[config.mk]
export PLATFORM = sky130hd
export DESIGN_NAME = sipo_frame_controller
export DESIGN_NICKNAME = d
export VERILOG_FILES = /design/src/rtl/sipo_frame_controller.sv
export SDC_FILE = /design/constraint.sdc
export NUM_CORES = 1
export LEC_CHECK = 0
export CORE_MARGIN = 2
export CORE_UTILIZATION = 25
export CTS_CLUSTER_SIZE = 20
export DETAILED_ROUTE_END_ITERATION = 8
export PLACE_DENSITY = 0.57
export RECOVER_POWER = 25
export SLEW_MARGIN = 20
export SYNTH_ARGS = -nofsm -noshare
export SYNTH_HDL_FRONTEND = slang
export SYNTH_SLANG_ARGS = --single-unit
[constraint.sdc]
create_clock -name clk -period 1.3 [get_ports clk]
set_input_delay 0.26 -clock clk [delete_from_list [all_inputs] [get_ports clk]]
set_output_delay 0.26 -clock clk [all_outputs]
set_load 0.005 [all_outputs]
[src/rtl/sipo_frame_controller.sv]
// Serial-in/parallel-out frame controller: start opens a frame, WIDTH
// qualified bits are shifted in, and the word is held under valid/ready.
// Ports: clk, rst (sync, active-high), start, sin, sin_valid, pready in;
//   pdata, pvalid, busy, bit_cnt, overrun (sticky), perr out.
// Build option: define SIPO_PARITY_EN to add an even-parity bit per frame.
module sipo_frame_controller #(
  parameter int WIDTH     = 3,
  parameter bit MSB_FIRST = 1'b1
) (
  input  logic                       clk,
  input  logic                       rst,
  input  logic                       start,
  input  logic                       sin,
  input  logic                       sin_valid,
  input  logic                       pready,
  output logic [WIDTH-1:0]           pdata,
  output logic                       pvalid,
  output logic                       busy,
  output logic [$clog2(WIDTH+1)-1:0] bit_cnt,
  output logic                       overrun,
  output logic                       perr
);

  localparam int CW = $clog2(WIDTH+1);
  localparam logic [CW-1:0] LAST = CW'(WIDTH-1);

  typedef enum logic [1:0] {
    IDLE   = 2'd0,
    SHIFT  = 2'd1,
`ifdef SIPO_PARITY_EN
    PARITY = 2'd3,
`endif
    HOLD   = 2'd2
  } state_t;

  state_t state, nxt;

  logic [WIDTH-1:0] sr;
  logic [WIDTH-1:0] sr_sh;

  always_comb begin
    if (MSB_FIRST) sr_sh = {sr[WIDTH-2:0], sin};
    else           sr_sh = {sin, sr[WIDTH-1:1]};
  end

  always_ff @(posedge clk) begin
    if (rst) state <= IDLE;
    else     state <= nxt;
  end

  always_comb begin
    nxt = state;
    unique case (state)
      IDLE: if (start) nxt = SHIFT;
      SHIFT: begin
        if (!start && sin_valid && bit_cnt == LAST) begin
`ifdef SIPO_PARITY_EN
          nxt = PARITY;
`else
          nxt = HOLD;
`endif
        end
      end
`ifdef SIPO_PARITY_EN
      PARITY: begin
        if (start)          nxt = SHIFT;
        else if (sin_valid) nxt = HOLD;
      end
`endif
      HOLD: if (pready) nxt = start ? SHIFT : IDLE;
      default: nxt = IDLE;
    endcase
  end

  // Datapath: a start in IDLE, SHIFT, PARITY or an accepting HOLD
  // cycle always opens a clean frame; sin on that cycle is discarded.
  always_ff @(posedge clk) begin
    if (rst) begin
      sr      <= '0;
      pdata   <= '0;
      bit_cnt <= '0;
      overrun <= 1'b0;
    end else begin
      unique case (state)
        IDLE: begin
          if (start) begin
            sr      <= '0;
            bit_cnt <= '0;
          end
        end
        SHIFT: begin
          if (start) begin
            sr      <= '0;
            bit_cnt <= '0;
          end else if (sin_valid) begin
            sr      <= sr_sh;
            bit_cnt <= bit_cnt + CW'(1);
            if (bit_cnt == LAST) pdata <= sr_sh;
          end
        end
`ifdef SIPO_PARITY_EN
        PARITY: begin
          if (start) begin
            sr      <= '0;
            bit_cnt <= '0;
          end
        end
`endif
        HOLD: begin
          if (sin_valid) overrun <= 1'b1;
          if (pready && start) begin
            sr      <= '0;
            bit_cnt <= '0;
          end
        end
        default: ;
      endcase
    end
  end

`ifdef SIPO_PARITY_EN
  logic perr_q;

  always_ff @(posedge clk) begin
    if (rst) begin
      perr_q <= 1'b0;
    end else if (state == PARITY && !start && sin_valid) begin
      perr_q <= ^{pdata, sin};
    end
  end

  assign perr = perr_q;
  assign busy = (state == SHIFT) || (state == PARITY);
`else
  assign perr = 1'b0;
  assign busy = (state == SHIFT);
`endif

  assign pvalid = (state == HOLD);

endmodule

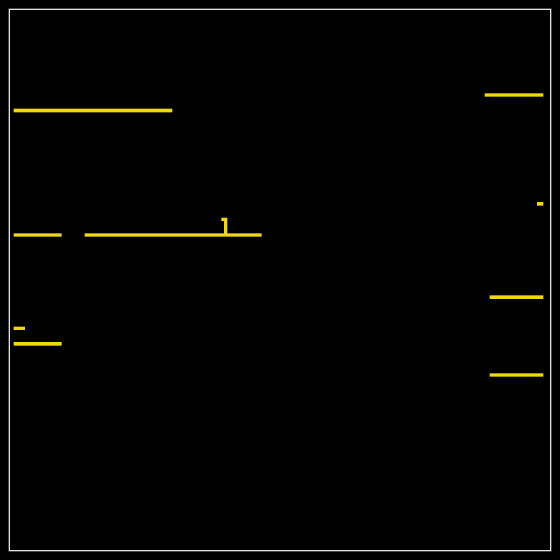
layer_met3.png
longest straight run: 15.2 um
main direction: horizontal
share of all routed wire: 5.3%
wire length on this layer: 52.6 um
nets with wire on the layer: 9
via count: 420
DRT Wirelength: 997 um

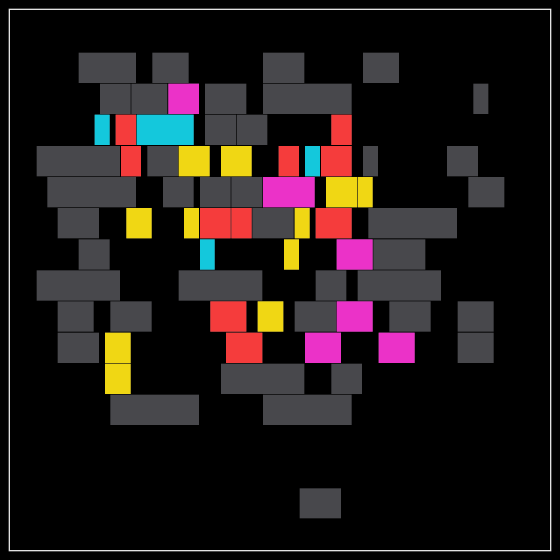
logic_types.png
[NOR gates] cyan | cells: 4 | most used: nor2_1
[inverting AOI/OAI gates] red | cells: 10 | most used: a21oi_1
[AND and OR gates] magenta | cells: 6 | most used: or2b_2
[NAND gates] yellow | cells: 11
non-filler cells, final: 97
most frequent logic cell in the layout: buf_4

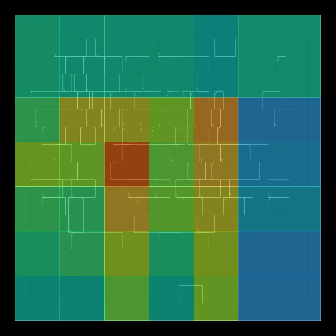
congestion.png
met2 global-route usage: 15.9%
Overall Global Routing Usage: 10.4%
WL/cell: 10.3 um

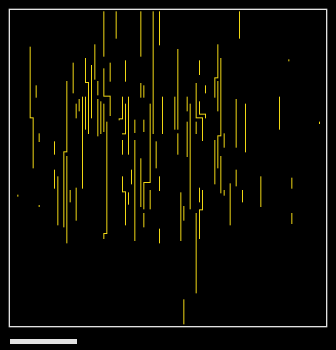
layer_met2.png
Bar = 10 um.
share of all routed wire: 49%
longest straight run: 18.2 um
main direction: vertical

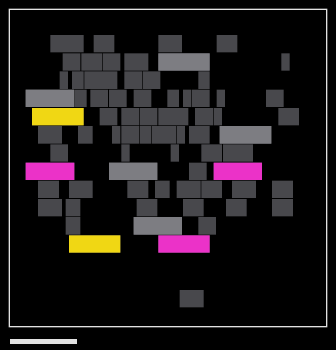
flops_by_reg.png
Bar = 10 um. Other sequential cells in the stronger grey, the rest of the logic in the fainter grey.
[state] yellow | sequential cells: 2
[pdata] magenta | sequential cells: 3
not coloured: 5
Util after Layout: 40.9%
Register Area: 206 um2
flop share of the area: 28.9%
Flop+latch power: 0.314 mW

==> results.txt <==
impl run done, here's what came out: status=completed, cells on worst reg2reg path=4, pwr/cell area=932 nW/um2, simple share=29.0%, die height=around 47 um, Worst R2R Start=state[1], Cells after Synth=49, Detailed Route Iter0 Violations=5, Die ar.=around 2200 um2, RSZ-0062 raised after global routing=no, setup repair bufs after CTS=2, cts hold-fix bufs=0, clk_lat worst skew=between 0.2 and 0.3 ns, clock power share=between 40% and 50%, Syn. warnings=0, crit path capture type=output port, final setup vio count=0, core area=between 1500 and 2000 um2, Final Max Tran Viols=0, min-delay src=overrun, routability cong.=between 0.7 and 0.8, ratio of cells with drive above 1 in the final layout=between 30 and 40%, grt total ovfl=0, Switch Pwr=around 0.15 mW, fin crit period=around 1.2 ns, finished layout cell area=a little over 700 um2, Final ANT Viol Nets=0, required time worst endpoint=roughly 1.0 ns, Area after DPL=about 660 um2, CTS tree=done, WP data arrival=between 0.9 and 1 ns, worst vdd ir=approximately 480 uV, vias in the first global route=about 380, Post-route DRC=0, Boundary Pins=15, Power Internal=just over 0.5 mW, combinational power share=between 10% and 20%, initial antenna violation count=0, Reg clk slew, reported paths=0.06 ns, Logic area=~260 um2, Synth flops=10, Worst path depth=2, cell depth of the worst hold path=2, Inst Count DP=91, Post-synth seq share=a little over two fifths, total power=0.666 mW, Reg power frac=a little under half, CTS Sinks=10, # nets final=roughly 80, largest net degree at the start of global routing=12, synthesized area=between 400 and 500 um2
## registers in the layout, indices dropped and copies added (netlist names)
signal	flops
bit_cnt	2
state	2
sr	2
pdata	3
overrun	1
## cells in the final DEF, fill, tap and decap left out, types with 3 or more instances in the layout
cell type,instances
o32ai_1,3
dlygate4sd2_1,7
clkdlybuf4s50_1,5
clkbuf_4,3
or2b_2,3
a21oi_1,5
dfxtp_2,5
mux2i_1,3
nor2_1,3
buf_4,8
nand3b_1,3
dfxtp_1,5
nand2_1,4
nand2b_1,4
## area by class of cell
class	instances	area share, %
inverter	1	0.525
clock buffer	4	5.08
multi-input combinational	36	35.7
tap	25	4.38
timing repair buffer	21	25.4
sequential	10	28.9
## power groups by stage
stage / logic [mW] / clock network (mW) / registers, mW
floorplan: 0.0282 / 0 / 0.320
finish: 0.0676 / 0.284 / 0.314
CTS: 0.0673 / 0.289 / 0.314
detailed placement: 0.0664 / 0 / 0.320
global placement: 0.0664 / 0 / 0.319
global route: 0.0744 / 0.308 / 0.315
## cells in the mapped netlist
cell / n
buf_4: 2
nor2_1: 3
and2b_1: 1
or2b_2: 3
a21oi_1: 5
dfxtp_1: 10
and4bb_1: 1
and2_4: 1
a211oi_1: 1
o32ai_1: 3
nand3b_1: 3
o211ai_1: 1
inv_1: 1
mux2i_1: 3
conb_1: 1
nor2b_1: 1
nand2b_1: 4
nand2_1: 4
ha_1: 1
## routing by layer
layer	track usage (%)	routed length, um	up-vias
met4	3.33	0	0
met1	12.4	456	192
met2	15.9	488	11
li1	-	-	217
met3	5.77	52	0
met5	0	0	-
## worst paths after layout
check / endpoint / slack, ns
max: busy / 0.06
min: overrun / 0.47
max reg2reg: pdata[2] / 0.14
min reg2reg: overrun / 0.47
No activity file was given, so power comes from the tool's default toggle rates.
